[src/rtl/mem_ctrl.sv]
// mem_ctrl: serialises 1/2/4-byte data accesses and 4-byte instruction fetches onto a byte-wide RAM.
// Latency: read of L bytes pulses done L+2 cycles after accept; write of L bytes L+1 (+1 per I/O stall cycle).
// Backpressure: one access in flight, requesters hold until their done pulse; rdy_in=0 freezes everything.
//
// Ports:
//   clk_in, rst_in          clock, synchronous active-high reset
//   rdy_in                  global enable (low = pause, mem_wr_out forced 0)
//   *_lsc_*                 load/store controller request/done handshake (priority port)
//   *_if_*                  instruction fetch request/done handshake
//   mem_*                   byte-wide RAM: address/write-data/write-enable out, read byte in (1-cycle latency)
//   io_buffer_full_in       stalls writes to the I/O window (addr[17:16]==2'b11)
//   refresh_rob_cdb_in      misprediction flush: aborts reads, lets writes finish silently
module mem_ctrl #(
    parameter int ADDR_WIDTH = 32,
    parameter int DATA_WIDTH = 32
) (
    input  logic                  clk_in,
    input  logic                  rst_in,
    input  logic                  rdy_in,
    input  logic                  rdy_data_lsc_in,
    input  logic                  wr_lsc_in,
    input  logic [ADDR_WIDTH-1:0] addr_lsc_in,
    input  logic [2:0]            len_lsc_in,
    input  logic [DATA_WIDTH-1:0] data_s_lsc_in,
    output logic [DATA_WIDTH-1:0] data_l_lsc_out,
    output logic                  rdy_data_lsc_out,
    input  logic                  rdy_if_in,
    input  logic [ADDR_WIDTH-1:0] addr_if_in,
    output logic [DATA_WIDTH-1:0] inst_if_out,
    output logic                  rdy_inst_if_out,
    input  logic [7:0]            mem_din_in,
    output logic [7:0]            mem_dout_out,
    output logic [ADDR_WIDTH-1:0] mem_a_out,
    output logic                  mem_wr_out,
    input  logic                  io_buffer_full_in,
    input  logic                  refresh_rob_cdb_in
);

    typedef enum logic [1:0] {
        S_IDLE  = 2'd0,
        S_READ  = 2'd1,
        S_WRITE = 2'd2,
        S_DONE  = 2'd3
    } state_t;

    localparam logic [2:0] FETCH_LEN = 3'd4;

    state_t r_state;
    state_t w_state_nxt;

    // Latched request
    logic                  r_port;      // 1 = fetch port, 0 = data port
    logic [ADDR_WIDTH-1:0] r_addr;
    logic [2:0]            r_len;
    logic [DATA_WIDTH-1:0] r_wdata;
    logic [2:0]            r_cnt;       // bytes whose address has been issued
    logic                  r_squash;    // refresh seen during a write: finish it, no done pulse

    // Byte-index tracking for the read pipeline: r_a_* names the byte whose
    // address is on mem_a_out this cycle, r_din_* the byte now on mem_din_in.
    logic                  r_a_vld;
    logic [1:0]            r_a_idx;
    logic                  r_din_vld;
    logic [1:0]            r_din_idx;
    logic [DATA_WIDTH-1:0] r_rbuf;

    // Registered outputs
    logic                  r_mem_wr;
    logic [ADDR_WIDTH-1:0] r_mem_a;
    logic [7:0]            r_mem_dout;
    logic                  r_rdy_data;
    logic                  r_rdy_inst;
    logic [DATA_WIDTH-1:0] r_data_l;
    logic [DATA_WIDTH-1:0] r_inst;

    // Next values
    logic                  w_port_nxt;
    logic [ADDR_WIDTH-1:0] w_addr_nxt;
    logic [2:0]            w_len_nxt;
    logic [DATA_WIDTH-1:0] w_wdata_nxt;
    logic [2:0]            w_cnt_nxt;
    logic                  w_squash_nxt;
    logic                  w_a_vld_nxt;
    logic [1:0]            w_a_idx_nxt;
    logic                  w_mem_wr_nxt;
    logic [ADDR_WIDTH-1:0] w_mem_a_nxt;
    logic [7:0]            w_mem_dout_nxt;
    logic                  w_rdy_data_nxt;
    logic                  w_rdy_inst_nxt;
    logic [DATA_WIDTH-1:0] w_data_l_nxt;
    logic [DATA_WIDTH-1:0] w_inst_nxt;

    logic [DATA_WIDTH-1:0] w_rbuf_cap;
    logic                  w_rd_last;
    logic                  w_wr_all;
    logic                  w_io_stall_acc;
    logic                  w_io_stall;
    logic                  w_accept;

    assign w_rd_last      = r_din_vld && ({1'b0, r_din_idx} == (r_len - 3'd1));
    assign w_wr_all       = (r_cnt >= r_len);
    assign w_io_stall_acc = (addr_lsc_in[17:16] == 2'b11) && io_buffer_full_in;
    assign w_io_stall     = (r_addr[17:16] == 2'b11) && io_buffer_full_in;
    assign w_accept       = rdy_in && (r_state == S_IDLE) && (w_state_nxt != S_IDLE);

    // Read byte merge. Capture runs even while paused: the RAM keeps
    // answering the held address, so the byte due this cycle would otherwise
    // be overwritten on mem_din_in by the next one before the pause ends.
    always_comb begin
        w_rbuf_cap = r_rbuf;
        if (r_din_vld) begin
            w_rbuf_cap[{r_din_idx, 3'b000} +: 8] = mem_din_in;
        end
    end

    // FSM: state register
    always_ff @(posedge clk_in) begin
        if (rst_in) begin
            r_state <= S_IDLE;
        end else begin
            r_state <= w_state_nxt;
        end
    end

    // FSM: next state
    always_comb begin
        w_state_nxt = r_state;
        if (rdy_in) begin
            case (r_state)
                S_IDLE: begin
                    if (!refresh_rob_cdb_in) begin
                        if (rdy_data_lsc_in) begin
                            w_state_nxt = wr_lsc_in ? S_WRITE : S_READ;
                        end else if (rdy_if_in) begin
                            w_state_nxt = S_READ;
                        end
                    end
                end
                S_READ: begin
                    if (refresh_rob_cdb_in) begin
                        w_state_nxt = S_IDLE;
                    end else if (w_rd_last) begin
                        w_state_nxt = S_DONE;
                    end
                end
                S_WRITE: begin
                    if (w_wr_all) begin
                        w_state_nxt = S_DONE;
                    end
                end
                default: w_state_nxt = S_IDLE;
            endcase
        end
    end

    // FSM: outputs and datapath next values (registered below)
    always_comb begin
        w_port_nxt     = r_port;
        w_addr_nxt     = r_addr;
        w_len_nxt      = r_len;
        w_wdata_nxt    = r_wdata;
        w_cnt_nxt      = r_cnt;
        w_squash_nxt   = r_squash;
        w_a_vld_nxt    = r_a_vld;
        w_a_idx_nxt    = r_a_idx;
        w_mem_wr_nxt   = 1'b0;
        w_mem_a_nxt    = r_mem_a;
        w_mem_dout_nxt = r_mem_dout;
        w_rdy_data_nxt = 1'b0;
        w_rdy_inst_nxt = 1'b0;
        w_data_l_nxt   = r_data_l;
        w_inst_nxt     = r_inst;

        case (r_state)
            S_IDLE: begin
                // The first byte goes out on the accept edge itself so that
                // byte 0 is on the RAM bus in the first cycle after accept.
                if (w_state_nxt == S_READ) begin
                    w_port_nxt   = !rdy_data_lsc_in;
                    w_addr_nxt   = rdy_data_lsc_in ? addr_lsc_in : addr_if_in;
                    w_len_nxt    = rdy_data_lsc_in ? len_lsc_in : FETCH_LEN;
                    w_squash_nxt = 1'b0;
                    w_cnt_nxt    = 3'd1;
                    w_a_vld_nxt  = 1'b1;
                    w_a_idx_nxt  = 2'd0;
                    w_mem_a_nxt  = rdy_data_lsc_in ? addr_lsc_in : addr_if_in;
                end else if (w_state_nxt == S_WRITE) begin
                    w_port_nxt   = 1'b0;
                    w_addr_nxt   = addr_lsc_in;
                    w_len_nxt    = len_lsc_in;
                    w_wdata_nxt  = data_s_lsc_in;
                    w_squash_nxt = 1'b0;
                    w_mem_a_nxt  = addr_lsc_in;
                    if (w_io_stall_acc) begin
                        w_cnt_nxt = 3'd0;
                    end else begin
                        w_mem_wr_nxt   = 1'b1;
                        w_mem_dout_nxt = data_s_lsc_in[7:0];
                        w_cnt_nxt      = 3'd1;
                    end
                end
            end
            S_READ: begin
                if (w_state_nxt == S_READ) begin
                    // After the last address, mem_a_out is held so the last
                    // byte stays on mem_din_in until it is taken.
                    if (r_cnt < r_len) begin
                        w_mem_a_nxt = r_addr + ADDR_WIDTH'(r_cnt);
                        w_a_idx_nxt = r_cnt[1:0];
                        w_cnt_nxt   = r_cnt + 3'd1;
                    end
                end else begin
                    w_a_vld_nxt = 1'b0;
                    if (w_state_nxt == S_DONE) begin
                        if (r_port) begin
                            w_inst_nxt     = w_rbuf_cap;
                            w_rdy_inst_nxt = 1'b1;
                        end else begin
                            w_data_l_nxt   = w_rbuf_cap;
                            w_rdy_data_nxt = 1'b1;
                        end
                    end
                end
            end
            S_WRITE: begin
                if (refresh_rob_cdb_in) begin
                    w_squash_nxt = 1'b1;
                end
                if (!w_wr_all) begin
                    w_mem_a_nxt = r_addr + ADDR_WIDTH'(r_cnt);
                    if (!w_io_stall) begin
                        w_mem_wr_nxt   = 1'b1;
                        w_mem_dout_nxt = r_wdata[{r_cnt[1:0], 3'b000} +: 8];
                        w_cnt_nxt      = r_cnt + 3'd1;
                    end
                end else begin
                    // Committed store: it completes, but a flushed requester
                    // is no longer waiting for its done pulse.
                    w_rdy_data_nxt = !(r_squash || refresh_rob_cdb_in);
                end
            end
            default: begin
                // DONE: pulses fall back to 0 on the way to IDLE.
            end
        endcase
    end

    // Datapath and output registers
    always_ff @(posedge clk_in) begin
        if (rst_in) begin
            r_port     <= 1'b0;
            r_addr     <= '0;
            r_len      <= 3'd0;
            r_wdata    <= '0;
            r_cnt      <= 3'd0;
            r_squash   <= 1'b0;
            r_a_vld    <= 1'b0;
            r_a_idx    <= 2'd0;
            r_din_vld  <= 1'b0;
            r_din_idx  <= 2'd0;
            r_rbuf     <= '0;
            r_mem_wr   <= 1'b0;
            r_mem_a    <= '0;
            r_mem_dout <= 8'h00;
            r_rdy_data <= 1'b0;
            r_rdy_inst <= 1'b0;
            r_data_l   <= '0;
            r_inst     <= '0;
        end else begin
            r_din_vld <= r_a_vld;
            r_din_idx <= r_a_idx;
            r_rbuf    <= w_accept ? '0 : w_rbuf_cap;
            if (rdy_in) begin
                r_port     <= w_port_nxt;
                r_addr     <= w_addr_nxt;
                r_len      <= w_len_nxt;
                r_wdata    <= w_wdata_nxt;
                r_cnt      <= w_cnt_nxt;
                r_squash   <= w_squash_nxt;
                r_a_vld    <= w_a_vld_nxt;
                r_a_idx    <= w_a_idx_nxt;
                r_mem_wr   <= w_mem_wr_nxt;
                r_mem_a    <= w_mem_a_nxt;
                r_mem_dout <= w_mem_dout_nxt;
                r_rdy_data <= w_rdy_data_nxt;
                r_rdy_inst <= w_rdy_inst_nxt;
                r_data_l   <= w_data_l_nxt;
                r_inst     <= w_inst_nxt;
            end else begin
                r_mem_wr <= 1'b0;
            end
        end
    end

    assign mem_wr_out       = r_mem_wr;
    assign mem_a_out        = r_mem_a;
    assign mem_dout_out     = r_mem_dout;
    assign rdy_data_lsc_out = r_rdy_data;
    assign rdy_inst_if_out  = r_rdy_inst;
    assign data_l_lsc_out   = r_data_l;
    assign inst_if_out      = r_inst;

endmodule

[config.mk]
export PLATFORM = sky130hd
export DESIGN_NAME = mem_ctrl
export DESIGN_NICKNAME = d
export VERILOG_FILES = /design/src/rtl/mem_ctrl.sv
export SDC_FILE = /design/constraint.sdc
export NUM_CORES = 1
export LEC_CHECK = 0
export CORE_UTILIZATION = 30
export CTS_CLUSTER_SIZE = 30
export DETAILED_ROUTE_END_ITERATION = 6
export GPL_ROUTABILITY_DRIVEN = 0
export GPL_TIMING_DRIVEN = 0
export RECOVER_POWER = 100
export REMOVE_ABC_BUFFERS = 1
export SYNTH_ARGS = -nofsm -noshare
export SYNTH_HDL_FRONTEND = slang
export SYNTH_SLANG_ARGS = --single-unit
[constraint.sdc]
create_clock -name clk_in -period 6.85 [get_ports clk_in]
set_input_delay 1.37 -clock clk_in [delete_from_list [all_inputs] [get_ports clk_in]]
set_output_delay 1.37 -clock clk_in [all_outputs]
set_load 0.01 [all_outputs]
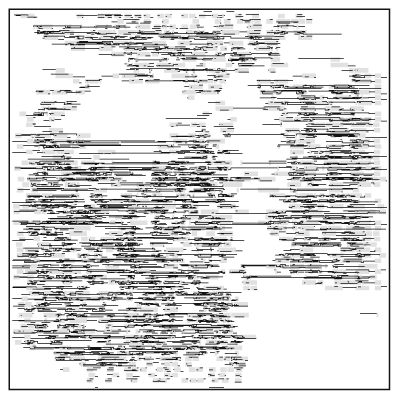
Run 1: M1 wires
Drawn at 2 px/µm. Cells faint in the background.
longest straight run: 46.9 µm
wire length on this layer: 14900 µm
share of all routed wire: 43%
via count: 10200
Post-Route WL: 34600 µm
GR Util met1: 23.9%

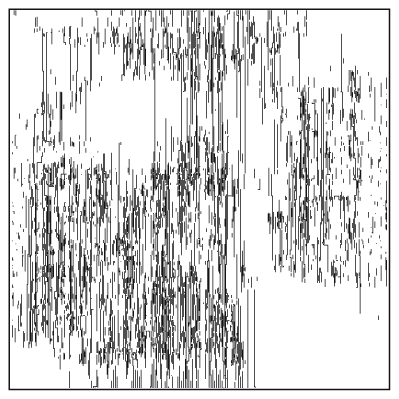
Run 1: the metal 2 layer
Drawn at 2 px/µm.
wire length on this layer: 16300 µm
longest straight run: 77.7 µm
main direction: vertical
share of all routed wire: 47%
nets with wire on the layer: 1291

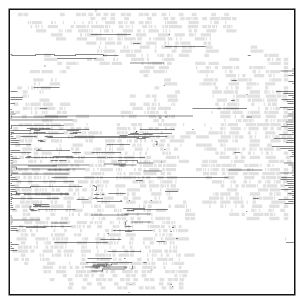
Run 1: M3 wires
Drawn at 1.5 px/µm. Cells faint in the background.
main direction: horizontal
wire length on this layer: 2560 µm
nets with wire on the layer: 197
share of all routed wire: 7.4%
longest straight run: 118 µm

==> summary.txt, run 1 <==
run metrics: Top cell excl fill/tap dfxtp_1, Mux area share under 10%, CP Capture Point data_l_lsc_out[18]$_SDFFE_PP0P_, Clock transition at path regs about 0.06 ns, Reg area 4380 µm², critical path, cell by cell clkdlybuf4s50_1 -> nor2b_1 -> nor2_1 -> a41o_1 -> nor2_1 -> nor4b_1 -> clkbuf_1 -> clkbuf_1 -> clkbuf_1 -> clkbuf_1 -> nor2_1 -> a211oi_1, final worst slack between 1 and 1.5 ns, Least-Margin Pin Slew around 2.2 ns, ys cells roughly 1200, Async SR Flop Fraction 0%, pre-CTS setup slack between 1 and 1.5 ns, first-pass GRT wire length around 54000 µm, Critical R2R Capture mem_a_out[3]$_SDFFE_PP0P_, Startpoint Class primary input, initial antenna violation count 2, run status finished with violations, final instance area approximately 14000 µm², XORs/XNORs by Area between 1 and 1.5%, Layout Utilization approximately 40%, # hold bufs at CTS 0, sequential power share roughly two fifths, Top logic family AND-OR/OR-AND gates, max-cap violations 4, final instance count without filler cells ~1900, post-synth area from yosys stat between 10000 and 15000 µm², sequential area share after synthesis approximately two fifths, CTS root buf clkbuf_16, Sw Ratio 28.9%, total power draw around 3.5 mW, Resized cells post-CTS 0, largest net degree at the start of global routing just over 90, failing checks capacitance limit, slew limit, Slew Viols, Final about 84, placed cell count about 1800, grt ovf 0, WP data required just over 7 ns, Biggest consumer registers, PwrDens approximately 250 nW/µm², EDFF count, synth 0, Layout fillers ~3500, CTS tree yes, # setup viols final 0, RSZ-0062 raised after global routing false, # H-tree levels 1, WL/cell 18.4 µm, clock latency on the worst-skew pair approximately 0.54 ns, # diodes 0, CP top delay family buffers and inverters, Post-Synthesis Cells 1238, Critical path origin rdy_in, GRT Resource Usage Total about a fifth, Post-DRT Antenna Nets 0, worst reg2reg path depth 9, DR iter-0 viols roughly 670
==> run 1: registers in the layout, indices dropped and copies added, names as in the netlist, 2 cells and up <==
name and cells:
r_din_idx 2, mem_dout_out 8, r_len 3, r_rbuf 32
r_addr 32, r_a_idx 2, r_cnt 3, data_l_lsc_out 32
r_wdata 32, r_state 2, mem_a_out 32, inst_if_out 32
==> run 1: worst min-delay path, cell delays in order (launching register included) <==
cell and delay [ns]:
dfxtp_1 0.31, nand2_1 0.05, a21oi_1 0.05
==> run 1: layout make-up <==
cell class / count / share of cell area, %
repair buffers: 240 / 17.4
well taps: 455 / 4.08
inverters: 24 / 0.646
flip-flops and latches: 219 / 31.5
clock inverters: 7 / 0.682
clock buffers: 39 / 5.67
multi-input cells: 893 / 40.1
==> run 1: cells by family after synthesis <==
| group | after synthesis |
|---|---|
| muxes | 21 |
| buffers and inverters | 126 |
| AOI/OAI and AO/OA | 391 |
| DFF | 219 |
| xor gates and xnor gates | 17 |
| adders and majority gates | 19 |
| and+or+nand+nor | 445 |
==> run 1: synthesized netlist by cell type (8+ instances only) <==
cell      number  area (µm²)
nand2b_1       9        56.3
nand4_1       10        62.6
nor4_1        11        68.8
buf_2         25         125
mux4_2         8         180
inv_1         21        78.8
ha_1          18         225
dfxtp_1      219        4380
nor2_1       152         571
a22oi_1       32         240
o21ai_0       40         200
a41oi_1       23         201
nor2b_1       31         194
nand3_1       22         110
mux2i_1       12         120
nand2_1      147         552
a221oi_1      28         245
a211oi_1      78         586
o41ai_2       16         260
nor3_1        12        60.1
and3_1        25         156
xnor2_1       12         105
clkbuf_1      66         248
a21oi_1      100         500
==> run 1: metal layers <==
metal	wire length (µm)	vias up	share of wire, %
li1	-	4890	-
met1	14900	4911	43
met2	16300	357	47
met3	2560	61	7.4
met4	831	2	2.4
met5	11	-	0.032
Run 1, congestion heat map:
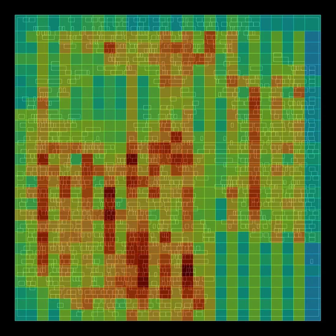

==> run 1 -> run 2 <==
clock period = 4.4 ns   (was 6.85 ns; I/O delays follow)
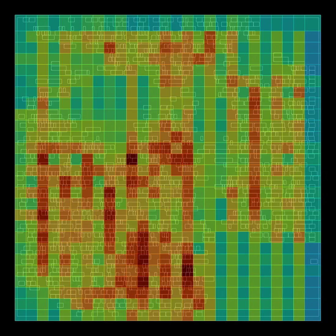
Run 2: congestion heat map
met3 Usage GRT: 4.32%
GR Util met2: 31.4%
busiest grt layer: met2

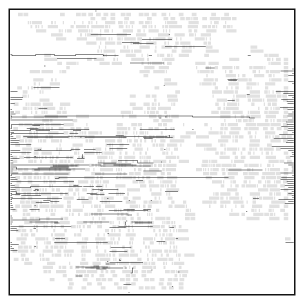
Run 2: M3 wires
Drawn at 1.5 px/µm. Cells faint in the background.
longest straight run: 113 µm
main direction: horizontal
nets with wire on the layer: 188
share of all routed wire: 7.6%
wire length on this layer: 2620 µm

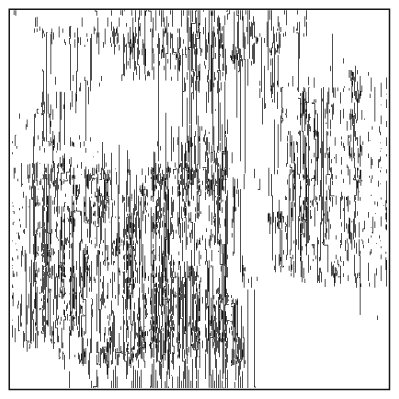
Run 2: the metal 2 layer
Drawn at 2 px/µm.
longest straight run: 77.7 µm
main direction: vertical
nets with wire on the layer: 1288
share of all routed wire: 47%
wire length on this layer: 16400 µm
Post-Route WL: 34600 µm
via count: 10200

==> run 2 against run 1 <==
Against the previous run: the flow now finishes without violations; critical path depth down 3; total power up 56%; combinational power up 58%; largest cell class unchanged; largest power group unchanged.
==> summary.txt, run 2 <==
run metrics: run status finished clean, CP Capture Type flop, top cells by count 219 x dfxtp_1, 152 x nor2_1, 147 x nand2_1, P_leak ~5.2 nW, count leader, synth dfxtp_1, GR Util met1 23.9%, vias per cell about 5.5, number of clock sinks ~220, Clock transition at path regs 0.06 ns, # diodes 0, post-synth area from yosys stat roughly 11000 µm², # H-tree levels 1, CP max FO 37, share of the synthesized area in the top cell type between 40% and 50%, PwrDens about 390 nW/µm², CP top delay family AND-OR/OR-AND gates, EDFF count, synth 0, # hold bufs at CTS 0, layout cell share with drive strength beyond 1 between 7 and 8%, Sw Ratio between 20 and 30%, CTS root buf clkbuf_16, Clk. pwr approximately 2.2 mW, Setup Buffers After CTS 0, final worst slack 0.151 ns, Layout Utilization slightly above 40%, most frequent cells in the layout 218 x dfxtp_1, 150 x nor2_1, 147 x nand2_1, grt ovf 0, Startpoint Class primary input, YS warnings 0, GRT Resource Usage Total a little under a fifth, synth top area cells dfxtp_1 42%, a211oi_1 5.6%, nor2_1 5.4%, nand2_1 5.2%, a21oi_1 4.8%, Fmax between 200 and 250 MHz, final instance count without filler cells 1879, ys cells 1238, WP data arrival 4.68 ns, RSZ-0062 raised after global routing false, final period utilization 96.6%, Resized cells post-CTS 1, CTS tree yes, Layout fillers approximately 3500, Clock power frac around two fifths, first-pass GRT wire length 54100 µm, core area between 30000 and 40000 µm², CTS Buffer Depth 3, critical path, cell by cell clkbuf_2 -> nand2b_1 -> a21oi_1 -> o31ai_1 -> a311oi_1 -> clkbuf_1 -> dlymetal6s2s_1 -> a221oi_1 -> o41ai_2, Async SR Flop Fraction 0%, initial antenna violation count 2, max-cap violations 0, DR iter-0 viols around 730, cell area after synthesis 10500 µm², sequential area share after synthesis about two fifths, largest net degree at the start of global routing slightly above 90, sequential power share between 40% and 50%, WP data required ~4.8 ns, clock latency on the worst-skew pair about 0.54 ns, fin crit period 4.25 ns, worst hold slack 0.452 ns, placed cell count 1831, die area 35800 µm², Nets approximately 1500, Top cell excl fill/tap dfxtp_1, pre-CTS setup slack -0.515 ns, tool warnings 33, max incr delay on CP slightly above 0.7 ns, CTS Buf Count 27, # setup viols final 0, Least-Margin Pin Slew ~1.3 ns, worst min-delay path category reg -> reg, WL/cell between 15 and 20 µm, Comb power frac approximately a fifth, Dominant flop cell dfxtp_1, Slew Viols, Final 0, Biggest consumer registers, sequential power about 2.2 mW, Comb power slightly above 1 mW, Init Core Util between 30% and 40%, sw power 1.59 mW, top cell type by total area after synthesis dfxtp_1, Layout area overhead 33.3%, Post-DRT Antenna Nets 0, Post-Synthesis Cells between 1000 and 1500
run 2: cell types whose count changed in the layout (fill, tap and decap cells not counted), sizes merged:
cell	change
dlymetal6s2s	+1
clkbuf	-3
clkdlybuf4s50	-1
buf	+4
dlygate4sd3	+1
run 2: final cells by class:
class	instances	area, µm²	area share, %
clock buffer	39	791	5.64
clock inverter	7	95.1	0.678
inverter	24	90.1	0.642
multi-input combinational	893	5650	40.3
sequential	219	4390	31.3
tap	455	569	4.06
timing repair buffer	242	2450	17.5
run 2: metal layers:
layer	part of all wire [%]	vias to the layer above	routed length (µm)
li1	-	4898	-
met1	43	4919	14900
met2	47	372	16400
met3	7.5	56	2620
met4	2.2	2	755
met5	0.029	-	10
run 2: tightest hold or removal path, delay by kind of cell, from the launching register on:
family | cells | cell delay, ns
DFF | 1 | 0.31
and+or+nand+nor | 1 | 0.05
AOI/OAI and AO/OA | 1 | 0.05
run 2: through the flow:
stage	instance area, µm²	power, mW
finish	14000	5.49
global route	14000	5.75
CTS	14100	5.58
detailed placement	13200	3.33
global placement	12900	3.28
floorplan	10100	2.80
run 2: cells by family after synthesis:
family	synth area share [%]
fa+ha+maj	2.33
compound gates	27.3
simple gates	19.4
flops	41.6
mux	2.96
buf+inv	5.00
xor+xnor	1.41
run 2: final timing paths:
check	start	to	slack, ns	cells past startpoint
max	rdy_data_lsc_in	mem_a_out[30]$_SDFFE_PP0P_	0.15	9
min	r_len[1]$_SDFFE_PP0P_	r_len[1]$_SDFFE_PP0P_	0.45	2
max reg2reg	r_cnt[1]$_SDFFE_PP0P_	mem_a_out[30]$_SDFFE_PP0P_	0.20	9
min reg2reg	r_len[1]$_SDFFE_PP0P_	r_len[1]$_SDFFE_PP0P_	0.45	2
No activity file was given, so power comes from the tool's default toggle rates.
